==> config.mk <==
export PLATFORM = sky130hd
export DESIGN_NAME = mips_run_monitor
export DESIGN_NICKNAME = d
export VERILOG_FILES = /design/src/rtl/mips_run_monitor.sv
export SDC_FILE = /design/constraint.sdc
export NUM_CORES = 1
export LEC_CHECK = 0
export CAP_MARGIN = 20
export CORE_ASPECT_RATIO = 1.75
export CORE_MARGIN = 8
export CORE_UTILIZATION = 62
export DETAILED_ROUTE_END_ITERATION = 12
export PLACE_DENSITY = 0.92
export SYNTH_ARGS = -nofsm -noshare
export SYNTH_HDL_FRONTEND = slang
export SYNTH_SLANG_ARGS = --single-unit
==> constraint.sdc <==
create_clock -name CLK -period 11.1 [get_ports CLK]
set_clock_uncertainty 0.2 [all_clocks]
set_input_delay 1.665 -clock CLK [delete_from_list [all_inputs] [get_ports CLK]]
set_output_delay 1.665 -clock CLK [all_outputs]
set_load 0.01 [all_outputs]
==> src/rtl/mips_run_monitor.sv <==
// Run-control and self-check harness for the single-cycle MIPS core.
// Holds the core in reset for HOLD_CYCLES after start, then runs it. Every
// change on the core's test bus is logged into a small history buffer. The
// run ends on a match against expect_value or after MAX_CYCLES RUN cycles.
module mips_run_monitor #(
  parameter int DATA_WIDTH  = 32,
  parameter int CNT_W       = 16,
  parameter int MAX_CYCLES  = 30,
  parameter int HOLD_CYCLES = 3,
  parameter int LOG_AW      = 3
) (
  input  logic                  CLK,
  input  logic                  RST,
  input  logic                  start,
  input  logic [DATA_WIDTH-1:0] test_in,
  input  logic [DATA_WIDTH-1:0] expect_value,
  output logic                  core_rst_n,
  output logic                  busy,
  output logic                  done,
  output logic                  pass,
  output logic                  timeout,
  output logic [CNT_W-1:0]      cycle_count,
  output logic [LOG_AW:0]       log_count,
  output logic                  log_overflow,
  input  logic [LOG_AW-1:0]     log_rd_addr,
  output logic [DATA_WIDTH-1:0] log_rd_data
);

  localparam int DEPTH  = 1 << LOG_AW;
  localparam int LCNT_W = LOG_AW + 1;
  localparam int HOLD_W = (HOLD_CYCLES > 1) ? $clog2(HOLD_CYCLES) : 1;

  localparam logic [LOG_AW:0]   LOG_FULL   = LCNT_W'(DEPTH);
  localparam logic [CNT_W-1:0]  CYCLE_LAST = CNT_W'(MAX_CYCLES);
  localparam logic [HOLD_W-1:0] HOLD_LAST  = HOLD_W'(HOLD_CYCLES - 1);

  typedef enum logic [1:0] {
    ST_IDLE = 2'd0,
    ST_HOLD = 2'd1,
    ST_RUN  = 2'd2,
    ST_DONE = 2'd3
  } state_t;

  state_t                  state;
  logic [HOLD_W-1:0]       hold_cnt;
  logic [DATA_WIDTH-1:0]   prev;
  logic                    prev_valid;
  logic [DATA_WIDTH-1:0]   log_mem [DEPTH];

  logic                    changed;
  logic                    log_full;
  logic                    log_we;
  logic                    is_match;
  logic [CNT_W-1:0]        cycle_next;
  logic                    is_last_cycle;

  // Per-edge RUN decisions: change detection, log space, match and timeout.
  always_comb begin
    changed       = !prev_valid || (test_in != prev);
    log_full      = (log_count == LOG_FULL);
    log_we        = (state == ST_RUN) && changed && !log_full;
    is_match      = (test_in == expect_value);
    cycle_next    = cycle_count + 1'b1;
    is_last_cycle = (cycle_next == CYCLE_LAST);
  end

  // Run-control FSM with registered status, counters and change tracking.
  // NOTE: sequential state uses non-blocking assignments only, so every
  // register in this block sees the pre-edge values of its neighbours.
  always_ff @(posedge CLK or negedge RST) begin
    if (!RST) begin
      state        <= ST_IDLE;
      hold_cnt     <= '0;
      prev         <= '0;
      prev_valid   <= 1'b0;
      core_rst_n   <= 1'b0;
      busy         <= 1'b0;
      done         <= 1'b0;
      pass         <= 1'b0;
      timeout      <= 1'b0;
      cycle_count  <= '0;
      log_count    <= '0;
      log_overflow <= 1'b0;
    end else begin
      case (state)
        ST_IDLE, ST_DONE: begin
          if (start) begin
            state        <= ST_HOLD;
            hold_cnt     <= '0;
            prev_valid   <= 1'b0;
            core_rst_n   <= 1'b0;
            busy         <= 1'b1;
            done         <= 1'b0;
            pass         <= 1'b0;
            timeout      <= 1'b0;
            cycle_count  <= '0;
            log_count    <= '0;
            log_overflow <= 1'b0;
          end
        end

        ST_HOLD: begin
          if (hold_cnt == HOLD_LAST) begin
            state       <= ST_RUN;
            core_rst_n  <= 1'b1;
            cycle_count <= '0;
          end else begin
            hold_cnt <= hold_cnt + 1'b1;
          end
        end

        ST_RUN: begin
          if (changed) begin
            if (log_full) log_overflow <= 1'b1;
            else          log_count    <= log_count + 1'b1;
          end
          prev        <= test_in;
          prev_valid  <= 1'b1;
          cycle_count <= cycle_next;
          if (is_match || is_last_cycle) begin
            state      <= ST_DONE;
            core_rst_n <= 1'b0;
            busy       <= 1'b0;
            done       <= 1'b1;
            pass       <= is_match;
            timeout    <= !is_match;
          end
        end

        default: state <= ST_IDLE;
      endcase
    end
  end

  // History buffer write port; contents survive restarts.
  // NOTE: the log array has no reset so it maps onto plain RAM; only the
  // log_count pointer decides which entries are meaningful.
  always_ff @(posedge CLK) begin
    if (log_we) log_mem[log_count[LOG_AW-1:0]] <= test_in;
  end

  assign log_rd_data = log_mem[log_rd_addr];

endmodule

==> run_1/placed.png <==
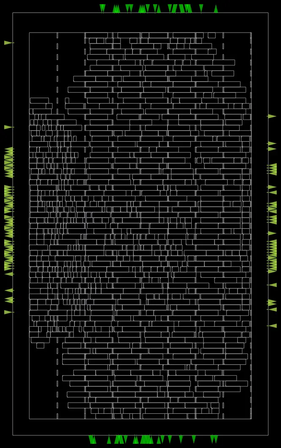
CORE AREA: 21400 um2
Seq cells: 319
tap cell count: 292
final core utilization: 0.747
Post-Layout Cell Count: 1228

==> run_1/closeup.png <==
Region (44, 43) to (84, 83) um. Cells in grey, sequential cells in the stronger grey; small squares are vias.
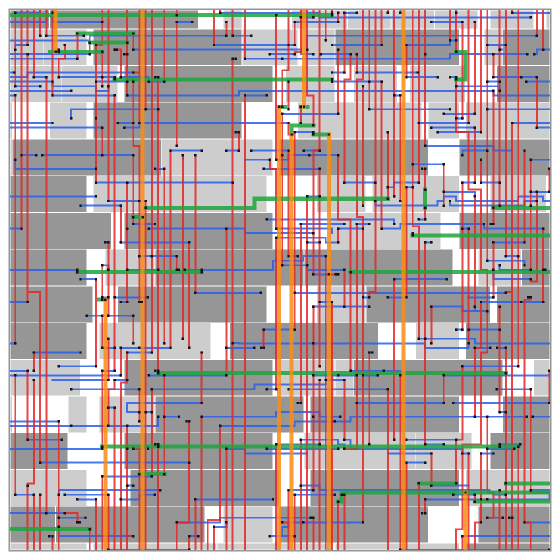
M3: in green. M4: in orange. M2: in red. M1: in blue.
73 logic cells have their middle in the window. Netlist names of flops here include log_mem (27), prev (3). Sequential cells in the window: 30. Most frequent: edfxtp_1 (27), mux2_2 (10), xor2_1 (8).

==> run_1/layers.png <==
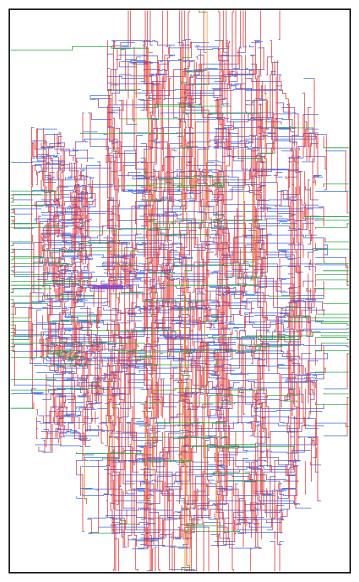
M5: in purple, wire length 10.1 um. M1: in blue, wire length 11000 um. M2: in red, wire length 16600 um. M3: in green, wire length 2180 um. M4: in orange, wire length 913 um.
vias: 7626
drt wl/cell: 25.0 um
final WL: 30700 um
GRT Resource Usage Total: 0.229

==> impl_metrics.py, run 1 <==
# Generated from Yosys and OpenROAD reports
metrics = {
    "cells_and_area": {
        "clkbuf_count": 34,
        "seq_share": 0.579,
        "seq_area_um2": 9260,
        "syn2layout_area_growth_pct": 18.4,
        "nNonClkBuffers": 141,
        "comb_area_frac": 0.256,
        "largest_class": "registers",
        "comb_cells": 414,
        "clk_share": 0.0523,
    },
    "grt": {
        "antenna_found_initial": 5,
        "met1_usage": 0.268,
        "use_met2": 0.408,
    },
    "logic_synthesis": {
        "syn-num-nets": 860,
        "syn_avg_cell_area_um2": 17.3,
        "yosysCellCount": 782,
        "yosys_most_used_dff": "edfxtp_1",
        "syn_area_um2": 13500,
        "yosysTopAreaCell": "edfxtp_1",
        "synth_chip_area_um2": 13500,
        "synthAdderAreaFrac": 0.00741,
        "edf_count": 256,
    },
    "critical_path": {
        "cp_common_cell": "buf_4",
        "crit_path_end_kind": "primary output",
        "crit_chain": "buf_4 > buf_4 > mux4_2 > mux2_2 > clkdlybuf4s50_1",
        "r2r-start": "prev[31]",
        "cp_top_family": "buffers and inverters",
        "ff2ff_path_depth": 8,
        "path_class": "primary input to primary output",
        "slowest_delay_ns": 0.71,
    },
    "clock_tree": {
        "clock_sinks": 319,
        "cts_resized": 0,
        "cts_hold_buffers": 0,
    },
    "place": {
        "place_area_um2": 15100,
        "place_congestion": 0.885,
        "placed_cells": 1177,
    },
    "final_timing": {
        "rsz0062_at_grt": "no",
        "setup_viol_count_final": 0,
        "maxClockFrequency_mhz": 164,
        "slew_headroom": 0.392,
    },
    "hold_path": {
        "whs_endpoint": "core_rst_n",
    },
    "status": {
        "status": "finished clean",
    },
}
## run 1: sequential cells by signal, summed over array words and instances, names as in the netlist, 2 cells and up
signal	count
hold_cnt	2
log_count	4
log_mem	256
cycle_count	16
prev	32
state	2
## run 1: power by group
group / internal (mW) / switching, mW / total, mW
clock: 0.504 / 0.403 / 0.907
combinational: 0.286 / 0.342 / 0.628
sequential: 1.45 / 0.0912 / 1.54
## run 1: cells in the final DEF (no fill, tap or decap), drive strengths merged, types with 9 or more instances in the layout
master and instances:
nor2 28, nand2b 9, a21oi 12, dfrtp 63
edfxtp 256, mux2 63, xor2 61, inv 11
clkinv 9, clkbuf 34, buf 17, nor4 20
clkdlybuf4s50 124, mux4 64, nor3 19, nand2 34
o21ai 26, nand3 9
==> inputs of run 2 (changes only) <==
--- a/config.mk
+++ b/config.mk
@@ -8,9 +8,9 @@
 export CAP_MARGIN = 20
 export CORE_ASPECT_RATIO = 1.75
 export CORE_MARGIN = 8
-export CORE_UTILIZATION = 62
+export CORE_UTILIZATION = 52
 export DETAILED_ROUTE_END_ITERATION = 12
-export PLACE_DENSITY = 0.92
+export PLACE_DENSITY = 0.83
 export SYNTH_ARGS = -nofsm -noshare
 export SYNTH_HDL_FRONTEND = slang
 export SYNTH_SLANG_ARGS = --single-unit
==> constraint.sdc (replaced) <==
create_clock -name CLK -period 5.2 [get_ports CLK]
set_clock_uncertainty 0.2 [all_clocks]
set_input_delay 0.78 -clock CLK [delete_from_list [all_inputs] [get_ports CLK]]
set_output_delay 0.78 -clock CLK [all_outputs]
set_load 0.01 [all_outputs]
==> run 2 against run 1 <==
- final cell count up 2.9%
- critical path type unchanged
- sequential power up 110%
- synthesized cell count unchanged
- global-route usage down 3.8 points
- die area up 17%
- flip-flop count unchanged
- critical endpoint is now log_rd_data[10]
- critical path depth unchanged
- utilization down 12 points
- setup slack worse by 3.7 ns
- area after synthesis unchanged
- design area up 0.83%
==> impl_metrics.py, run 2 <==
# Generated from Yosys and OpenROAD reports
metrics = {
    "critical_path": {
        "slowest_delay_ns": 0.56,
        "path_class": "primary input to primary output",
        "ff2ff_path_depth": 9,
        "crit_path_end_kind": "primary output",
        "r2r-start": "prev[31]",
    },
    "logic_synthesis": {
        "synth_chip_area_um2": 13500,
        "syn-num-nets": 860,
        "syn_avg_cell_area_um2": 17.3,
        "syn_area_um2": 13500,
        "yosysTopAreaCell": "edfxtp_1",
    },
    "final_timing": {
        "slew_headroom": 0.505,
    },
    "drt": {
        "post_drt_wl_per_cell_um": 23.7,
    },
    "place": {
        "place_congestion": 0.874,
        "place_area_um2": 15200,
    },
    "status": {
        "status": "finished clean",
    },
    "cells_and_area": {
        "seq_share": 0.574,
        "fin_util": 0.626,
        "comb_cells": 414,
        "fin_cells": 1264,
        "comb_area_frac": 0.254,
        "seq_cells": 319,
    },
    "hold_path": {
        "whs_endpoint": "core_rst_n",
    },
    "die": {
        "core_um2": 25800,
    },
}
[run 2: power breakdown]
| part | switching [mW] | total, mW | internal [mW] |
|---|---|---|---|
| clock network | 0.885 | 1.98 | 1.09 |
| registers | 0.182 | 3.28 | 3.09 |
| logic | 0.723 | 1.34 | 0.617 |
| total | 1.79 | 6.59 | 4.80 |
[run 2: logic make-up after synthesis]
logic type | synth area share
DFF | 0.686
xor gates and xnor gates | 0.0415
adders and majority gates | 0.00741
muxes | 0.165
and+or+nand+nor | 0.0557
buffers and inverters | 0.0140
AOI/OAI and AO/OA | 0.0302
[run 2: repair_timing]
item / in CTS / in global routing
endpoints found under the setup margin: 0 / 0
endpoints found under the hold margin: 7 / 0
hold buffers: 1 / 0
==> run_2/layers.png <==
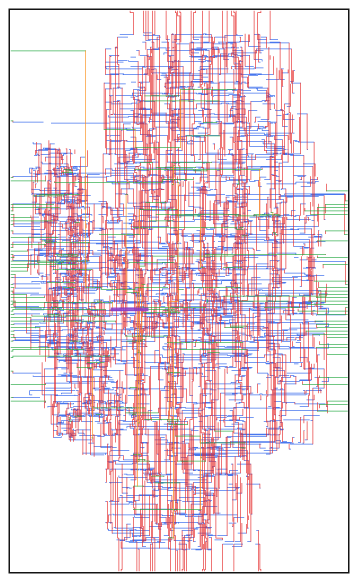
M3: in green, wire length 2150 um. M5: in purple, wire length 13.8 um. M2: in red, wire length 15900 um. M1: in blue, wire length 11200 um. M4: in orange, wire length 635 um.

No activity file was given, so power comes from the tool's default toggle rates.
